==> config.mk <==
export PLATFORM = sky130hd
export DESIGN_NAME = spi_flash_responder
export DESIGN_NICKNAME = d
export VERILOG_FILES = /design/src/rtl/spi_flash_responder_pkg.sv /design/src/rtl/spi_flash_responder_sync.sv /design/src/rtl/spi_flash_responder.sv
export SDC_FILE = /design/constraint.sdc
export NUM_CORES = 1
export LEC_CHECK = 0
export ABC_AREA = 1
export ABC_CLOCK_PERIOD_IN_PS = 4550
export CORE_MARGIN = 2
export CORE_UTILIZATION = 55
export CTS_CLUSTER_DIAMETER = 30
export DETAILED_ROUTE_END_ITERATION = 12
export PLACE_DENSITY = 0.77
export SYNTH_ARGS = -nofsm -noshare
export SYNTH_HDL_FRONTEND = slang
export SYNTH_HIERARCHICAL = 1
export SYNTH_SLANG_ARGS = --single-unit
export TNS_END_PERCENT = 20
==> constraint.sdc <==
create_clock -name clk_i -period 4.55 [get_ports clk_i]
set_clock_uncertainty 0.05 [all_clocks]
set_input_delay 0.455 -clock clk_i [delete_from_list [all_inputs] [get_ports clk_i]]
set_output_delay 0.455 -clock clk_i [all_outputs]
set_load 0.01 [all_outputs]
==> src/rtl/spi_flash_responder_pkg.sv <==
`default_nettype none
// +------------------------------------------------------------------+
// | Module : spi_flash_pkg                                           |
// | Brief  : Shared opcodes, address width and FSM state encoding    |
// |          for the SPI flash responder.                            |
// | Rev    : 1.0  initial release                                    |
// +------------------------------------------------------------------+
package spi_flash_pkg;

    localparam int ADDR_W = 24;

    localparam logic [7:0] OP_READ  = 8'h03;
    localparam logic [7:0] OP_WAKE  = 8'hAB;
    localparam logic [7:0] OP_RESET = 8'hFF;

    typedef enum logic [2:0] {
        IDLE   = 3'd0,
        CMD    = 3'd1,
        ADDR   = 3'd2,
        DATA   = 3'd3,
        IGNORE = 3'd4
    } state_e;

    // Byte address successor; wraps 0xFFFFFF -> 0x000000 by width.
    function automatic logic [ADDR_W-1:0] addr_inc(input logic [ADDR_W-1:0] a);
        return a + {{(ADDR_W-1){1'b0}}, 1'b1};
    endfunction

endpackage
`default_nettype wire

==> src/rtl/spi_flash_responder_sync.sv <==
`default_nettype none
// +------------------------------------------------------------------+
// | Module : spi_in_sync                                             |
// | Brief  : N-stage synchronizer with one-cycle rise/fall strobes.  |
// | Rev    : 1.0  initial release                                    |
// +------------------------------------------------------------------+
module spi_in_sync #(
    parameter int   STAGES  = 2,
    parameter logic RST_VAL = 1'b0
) (
    input  logic clk,
    input  logic rst,
    input  logic i_d,
    output logic o_q,
    output logic o_rise,
    output logic o_fall
);

    logic [STAGES-1:0] r_sync;
    logic              r_prev;

    // Shift the asynchronous input through the chain and keep the last value for edge detect.
    always_ff @(posedge clk or posedge rst) begin
        if (rst) begin
            r_sync <= {STAGES{RST_VAL}};
            r_prev <= RST_VAL;
        end else begin
            r_sync <= {r_sync[STAGES-2:0], i_d};
            r_prev <= r_sync[STAGES-1];
        end
    end

    assign o_q    = r_sync[STAGES-1];
    assign o_rise = ~r_prev &  r_sync[STAGES-1];
    assign o_fall =  r_prev & ~r_sync[STAGES-1];

endmodule
`default_nettype wire

==> src/rtl/spi_flash_responder.sv <==
`default_nettype none
// +------------------------------------------------------------------+
// | Module : spi_flash_responder                                     |
// | Brief  : SPI mode-0 flash target; decodes READ + 24-bit address, |
// |          fetches bytes from a memory port and shifts them out    |
// |          MSB-first, all logic oversampled in the clk_i domain.   |
// | Rev    : 1.0  initial release                                    |
// +------------------------------------------------------------------+
module spi_flash_responder
    import spi_flash_pkg::*;
#(
    parameter int   SYNC_STAGES = 2,
    parameter logic MISO_IDLE   = 1'b0
) (
    input  logic              clk_i,
    input  logic              rst_i,
    input  logic              spi_clk_i,
    input  logic              csb_i,
    input  logic              mosi_i,
    output logic              miso_o,
    output logic              mem_req_o,
    output logic [ADDR_W-1:0] mem_addr_o,
    input  logic              mem_ack_i,
    input  logic [7:0]        mem_rdata_i,
    output logic              busy_o,
    output logic              underrun_o
);

    // Synchronized SPI inputs
    logic w_sclk_lvl_unused;
    logic w_sclk_rise;
    logic w_sclk_fall;
    logic w_csb;
    logic w_csb_rise_unused;
    logic w_csb_fall;
    logic w_mosi;
    logic w_mosi_rise_unused;
    logic w_mosi_fall_unused;

    spi_in_sync #(.STAGES(SYNC_STAGES), .RST_VAL(1'b0)) u_sync_sclk (
        .clk    (clk_i),
        .rst    (rst_i),
        .i_d    (spi_clk_i),
        .o_q    (w_sclk_lvl_unused),
        .o_rise (w_sclk_rise),
        .o_fall (w_sclk_fall)
    );

    // csb resets deasserted so release of reset never fakes a select edge.
    spi_in_sync #(.STAGES(SYNC_STAGES), .RST_VAL(1'b1)) u_sync_csb (
        .clk    (clk_i),
        .rst    (rst_i),
        .i_d    (csb_i),
        .o_q    (w_csb),
        .o_rise (w_csb_rise_unused),
        .o_fall (w_csb_fall)
    );

    spi_in_sync #(.STAGES(SYNC_STAGES), .RST_VAL(1'b0)) u_sync_mosi (
        .clk    (clk_i),
        .rst    (rst_i),
        .i_d    (mosi_i),
        .o_q    (w_mosi),
        .o_rise (w_mosi_rise_unused),
        .o_fall (w_mosi_fall_unused)
    );

    // State and datapath registers
    state_e            r_state;
    state_e            w_state_next;
    logic [4:0]        r_bit_cnt;
    logic [ADDR_W-1:0] r_shift_in;
    logic [7:0]        r_tx_shift;
    logic [2:0]        r_tx_cnt;
    logic              r_miso;
    logic              r_underrun;
    logic              r_req;
    logic [ADDR_W-1:0] r_mem_addr;
    logic [7:0]        r_pf_data;
    logic              r_pf_valid;
    logic              r_discard;
    logic              r_want;
    logic [ADDR_W-1:0] r_want_addr;
    logic [ADDR_W-1:0] r_next_addr;

    logic [ADDR_W-1:0] w_shift_word;
    logic              w_addr_done;
    logic              w_boundary;
    logic              w_load_pf;
    logic [7:0]        w_load_byte;
    logic              w_fetch_want;
    logic [ADDR_W-1:0] w_fetch_addr;
    logic              w_issue;
    logic [ADDR_W-1:0] w_issue_addr;

    // Decode strobes for address completion, byte boundaries and fetch issue.
    always_comb begin
        w_shift_word = {r_shift_in[ADDR_W-2:0], w_mosi};
        w_addr_done  = (r_state == ADDR) && !w_csb && w_sclk_rise && (r_bit_cnt == 5'd23);
        w_boundary   = (r_state == DATA) && !w_csb && w_sclk_fall && (r_tx_cnt == 3'd0);
        w_load_pf    = w_boundary && r_pf_valid;
        // A missing prefetch is replaced by all-ones; the fetch stays outstanding.
        w_load_byte  = r_pf_valid ? r_pf_data : 8'hFF;
        w_fetch_want = w_addr_done || w_load_pf;
        w_fetch_addr = w_addr_done ? w_shift_word : r_next_addr;
        // Only one fetch in flight, so a new one waits for any earlier ack.
        w_issue      = !w_csb && !r_req && (w_fetch_want || r_want);
        w_issue_addr = w_fetch_want ? w_fetch_addr : r_want_addr;
    end

    // FSM state register.
    always_ff @(posedge clk_i or posedge rst_i) begin
        if (rst_i) begin
            r_state <= IDLE;
        end else begin
            r_state <= w_state_next;
        end
    end

    // FSM next-state: deselect wins from any state, otherwise follow the command framing.
    always_comb begin
        w_state_next = r_state;
        if (w_csb) begin
            w_state_next = IDLE;
        end else begin
            case (r_state)
                IDLE: begin
                    if (w_csb_fall) w_state_next = CMD;
                end
                CMD: begin
                    if (w_sclk_rise && (r_bit_cnt == 5'd7)) begin
                        case (w_shift_word[7:0])
                            OP_READ:           w_state_next = ADDR;
                            OP_WAKE, OP_RESET: w_state_next = IGNORE;
                            default:           w_state_next = IGNORE;
                        endcase
                    end
                end
                ADDR: begin
                    if (w_sclk_rise && (r_bit_cnt == 5'd23)) w_state_next = DATA;
                end
                DATA:    w_state_next = DATA;
                IGNORE:  w_state_next = IGNORE;
                default: w_state_next = IDLE;
            endcase
        end
    end

    // Shift opcode and address bits in on synchronized spi_clk rises.
    always_ff @(posedge clk_i or posedge rst_i) begin
        if (rst_i) begin
            r_bit_cnt  <= 5'd0;
            r_shift_in <= '0;
        end else if (w_csb_fall) begin
            r_bit_cnt <= 5'd0;
        end else if (!w_csb && w_sclk_rise && ((r_state == CMD) || (r_state == ADDR))) begin
            r_shift_in <= w_shift_word;
            // The counter restarts between the opcode and the address field.
            r_bit_cnt  <= ((r_state == CMD) && (r_bit_cnt == 5'd7)) ? 5'd0 : r_bit_cnt + 5'd1;
        end
    end

    // Drive miso on synchronized spi_clk falls and track underruns.
    always_ff @(posedge clk_i or posedge rst_i) begin
        if (rst_i) begin
            r_tx_shift <= 8'd0;
            r_tx_cnt   <= 3'd0;
            r_miso     <= MISO_IDLE;
            r_underrun <= 1'b0;
        end else begin
            if (w_csb_fall) r_underrun <= 1'b0;
            if (w_addr_done) r_tx_cnt <= 3'd0;
            if (w_csb || (r_state != DATA)) begin
                r_miso <= MISO_IDLE;
            end else if (w_sclk_fall) begin
                if (r_tx_cnt == 3'd0) begin
                    r_miso     <= w_load_byte[7];
                    r_tx_shift <= {w_load_byte[6:0], 1'b0};
                    r_tx_cnt   <= 3'd7;
                    if (!r_pf_valid) r_underrun <= 1'b1;
                end else begin
                    r_miso     <= r_tx_shift[7];
                    r_tx_shift <= {r_tx_shift[6:0], 1'b0};
                    r_tx_cnt   <= r_tx_cnt - 3'd1;
                end
            end
        end
    end

    // Fetch handshake, prefetch buffer and next-address tracking.
    always_ff @(posedge clk_i or posedge rst_i) begin
        if (rst_i) begin
            r_req       <= 1'b0;
            r_mem_addr  <= '0;
            r_pf_data   <= 8'd0;
            r_pf_valid  <= 1'b0;
            r_discard   <= 1'b0;
            r_want      <= 1'b0;
            r_want_addr <= '0;
            r_next_addr <= '0;
        end else begin
            if (w_addr_done) begin
                r_next_addr <= addr_inc(w_shift_word);
            end else if (w_load_pf) begin
                r_next_addr <= addr_inc(r_next_addr);
            end

            if (w_load_pf) r_pf_valid <= 1'b0;

            if (r_req && mem_ack_i) begin
                r_req     <= 1'b0;
                r_discard <= 1'b0;
                if (!r_discard) begin
                    r_pf_data  <= mem_rdata_i;
                    r_pf_valid <= 1'b1;
                end
            end

            if (w_issue) begin
                r_req      <= 1'b1;
                r_mem_addr <= w_issue_addr;
                r_want     <= 1'b0;
            end else if (w_fetch_want) begin
                r_want      <= 1'b1;
                r_want_addr <= w_fetch_addr;
            end

            // Deselect drops buffered data; an in-flight fetch runs to its ack and is thrown away.
            if (w_csb) begin
                r_pf_valid <= 1'b0;
                r_want     <= 1'b0;
                if (r_req && !mem_ack_i) r_discard <= 1'b1;
            end
        end
    end

    assign miso_o     = r_miso;
    assign mem_req_o  = r_req;
    assign mem_addr_o = r_mem_addr;
    assign busy_o     = ~w_csb;
    assign underrun_o = r_underrun;

endmodule
`default_nettype wire

Fig. 1: cells coloured by class
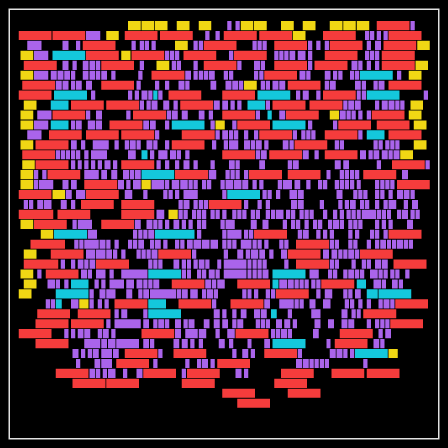
legend:
  red:
    class: flip-flops
    cells: 135
  cyan:
    class: clock drivers and dummy loads
    cells: 32
  yellow:
    class: other buffers and delay cells
    cells: 48
  purple:
    class: all other logic
    cells: 751
Non-Filler Cell Area, Final: 8090 um^2
sequential fraction of total cell area: 41.8%
standard cell core area: 12600 um^2

Fig. 2: nets reached from selected ports
The bar under the picture is 20 um long.
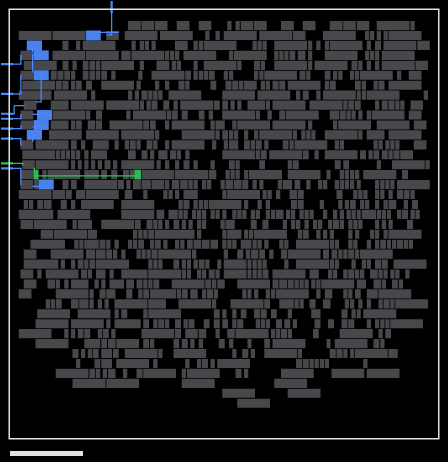
legend:
  blue:
    port: mem_rdata_i
    bits: 8
    direction: input
    edge: 7 west, 1 north
    end_cells: 8
    buffers: 8
    wire: 81.9 um
  green:
    port: mem_ack_i
    bits: 1
    direction: input
    edge: west
    end_cells: 2
    buffers: 1
    wire: 33.9 um

Fig. 3: local utilization
The bar under the picture is 20 um long. The die is cut into 12 by 12 equal tiles; black is low, pale yellow is high, 0 to 100% covered.
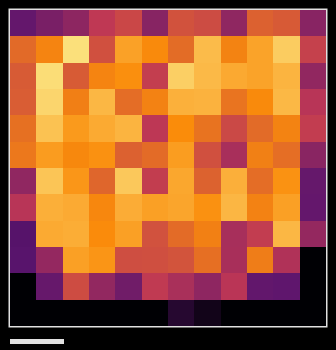
tiles over 75% full: 31%
nearly empty tiles: 9.0%
fullest tile: 93%
mean over tiles: 57%
emptiest ninth of the die: south-east

Fig. 4: floorplan with the power grid
The bar under the picture is 20 um long. Pins as bars on the die edge.
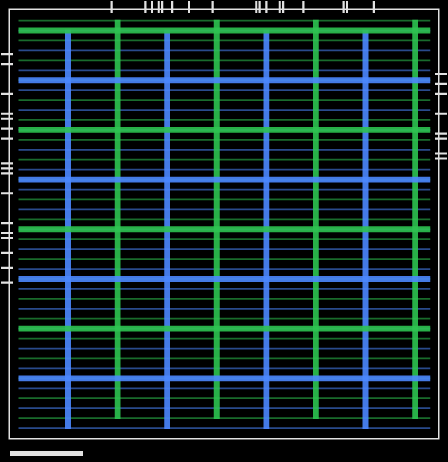
legend:
  green:
    net: VDD
  blue:
    net: VSS
met4 straps: 8
met5 straps: 8
signal pins: 42
met1 rails: 42
rows: 41

Fig. 5: routing congestion map
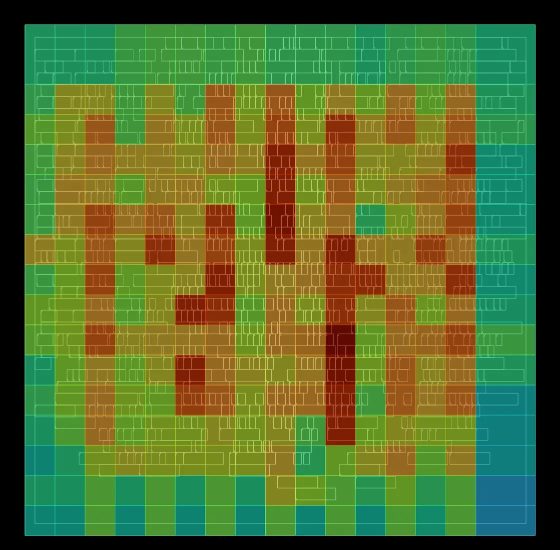
met2 layer usage reported by global route: 38.4%
met1 Use GR: 31.4%
utilization after layout: 64.4%
most crowded layer after global routing: met2

==> summary.txt <==
Flow results are below.

- The flow ran to the end, and the final reports show no timing, DRC or antenna violations.
- The critical path in the final layout is reported with a setup slack of 1530 ps.
- The layout has 140 inverters outside the clock class.
- VDD sags by at most 0.320 mV.
- The skew report gives the latency at the later pin of the worst-skew pair as 430 ps.
- The critical register-to-register path endpoint is mem_addr_o[19]$_DFFE_PP0P_, for reference.
- Once layout is complete, the cells apart from fillers number 1138.
- The count of instances resized after the clock tree is built is 0, for reference.
- The worst hold path belongs to the class input pin to async pin.
- Following the worst setup path forward leads to its endpoint at mem_addr_o[19]$_DFFE_PP0P_.
- The worst endpoint data arrival time is 3330 ps, for reference.
- The number of well taps is 172, for reference.
- The via total after detailed routing is 5752, for reference.
- The clock network area share is 7.19%, for reference.
- The transition time at the pin with the least slew margin is 941 ps, for reference.
- The routability-driven placement congestion ratio is 0.865, for reference.
- Clock tree synthesis inserted a total of 17 buffers.
- Counting along the longest clock path gives a buffer depth of 2.
- The leakage power is 0.00398 uW, for reference.
- The count of non-CTS buffers in the layout is 48, for reference.
- The number of nets with antenna violations after detailed routing is 0, for reference.
- The most repeated library cell on the critical path is nand2_1, for reference.
- The critical path depth in cells is 11, for reference.
- The post-layout net count is 970, for reference.
- Per report_power, the top consumer among the power groups is the clock network.
- The register share of total power is 45.7%, for reference.
- The biggest slice of the area belongs to sequential cells.
- Looking at the worst setup and hold paths, the clock pins of their registers show a slew of 50 ps.
- The part of the total power dissipated in the clock network is 47.1%, for reference.
- The buffer and inverter count on the worst path is 2, for reference.
- In the final report, the number of hold violations comes to 0.
- The number of buffers added to fix hold violations after cts is 0, for reference.
- Of the total power, the share spent switching nets is 23.9%.
- The critical path goes through inv_1 > nor2_1 > nand2_1 > nor2_8 > nand2_8 > nand2_2 > or2_1 > nand2_2 > inv_4 > nand2_1 > nand2_1.
- The total area of multi-input combinational cells is 2910 um^2, for reference.
- The critical path endpoint has a required time of 4860 ps.
- The design draws 2840 uW.
- Non-clock buffers make up 5.72% of the layout cell area.
- Per report_power, the Combinational row totals 206 uW.
- In the setup report, the worst path falls into the class flop to flop.
- The critical path endpoint category is a flop, for reference.
- The sequential cell power is 1300 uW, for reference.
- Across every metal layer, demand over resource in global routing totals 23.8%.
- Counting cells, the worst reg-to-reg path comes to 11.
- The smallest clock period supported by the final layout is computed as 3020 ps.
- Summing all placed instances gives a cell area of 7510 um^2.
- Counting every sink on the clock net gives 135.
- A synthesized cell averages 7.65 um^2.
- Relative to the synthesized area, the layout overhead comes to 14.9%.
- The critical-path cell with the highest stage delay is nand2_2, for reference.
- Summed over all nets, the switching power comes to 678 uW.
- The iteration tally of the first detailed-router pass is 5, for reference.
- The areal power density over the cells is 351 nW/um^2, for reference.
- The number of placed instances, taps included, is 1106.
- The warning count from the yosys run is 6, for reference.
- The highest clock rate this design can be run at is 0.331 GHz.
- The average wire per standard cell is 13.2 um, for reference.
- The floorplan die height is 117 um, for reference.
- The deepest level of the CTS H-tree is 4, for reference.
- The startpoint class of the critical path is a flop, for reference.
- 611 cells are multi-input combinational gates.
- The share of the core area taken by cells at floorplan is 56.0%.
- After layout, the worst path uses 66.3% of the clock period.
- Per the detail_route log, met3 wirelength is 596 um.
- The routed design shows a via density per instance of 5.05.
- The internal portion of total power is 2160 uW, for reference.
- The via count of the first global-routing pass was 5377.
- The smallest hold slack is 264 ps, for reference.
- The clock network power consumption is 1340 uW, for reference.
- For this run, the slowest stage of the critical path takes 520 ps.
- The routed metal-1 wire length is 6830 um, for reference.
- The floorplan die area is 13700 um^2, for reference.
- In this run the critical register-to-register path is launched from u_sync_sclk/r_sync[1]$_DFF_PP0_.
- The share of total power in combinational logic is 7.3%, for reference.
- The wire length of the first global-routing pass is 25200 um, for reference.
- The fill cell instance count of the final layout is 1081, for reference.
- In this run the tightest slew margin relative to its limit is 37.1%.
- In the detailed route, the total length drawn on met2 is 7250 um.
- The gate count of the mapped netlist is 920, for reference.
- Of the cells placed in the final design, the portion with a size suffix greater than 1 is 9.42%.
- The tool flagged a number of max-cap violations equal to 0.
- Global routing used 4.38% of the available met3 tracks.
- The CTS tree is done, for reference.
- The layout report lists the combined flip-flop and latch area as 3380 um^2.
- The count of clock-net buffers in the final layout is 25, for reference.
- The logic gate fraction of the total cell area is 36.0%, for reference.
- The total of buffers placed on input and output ports is 41, for reference.
- The number of setup buffers added after CTS is 0, for reference.
- Setup repair after global routing left no endpoint under its margin.
- The synthesized net count is 937, for reference.
- Per the final report, max-transition violations number 0.
- Setup slack on the worst path after placement came out at 1590 ps.
- Summed over all nets, the half-perimeter wirelength after detailed placement is 10500 um.
- Entering global routing, the biggest net connects 64 pins.
- The detailed-route DRC error count is 0, for reference.
- The highest metal layer carrying signal wires in the routed design is met4.
- The netlist area before placement is 7040 um^2, for reference.
- The most numerous logic cell after layout is nand2_1, for reference.
- The timing report attributes the biggest portion of critical-path delay to simple AND/OR/NAND/NOR gates.
- According to the cell report, flip-flops and latches in the layout number 135.
- The remaining global-route overflow is 0, for reference.
- The initial antenna violation count came to 0.
- The antenna diode count is 0, for reference.
- Per the finish-stage timing summary, setup violations number 0.
- The start point of the critical path is u_sync_sclk/r_sync[1]$_DFF_PP0_, for reference.
- Leaving out fill and tap cells, the most frequent cells in the layout are nand2_1, inv_1, dfrtp_1.
- The wire length recorded after detailed routing is 15100 um.
- The number of placed I/O pins is 42, for reference.
- The die is 117 um wide.
Power and IR drop assume default switching activity.
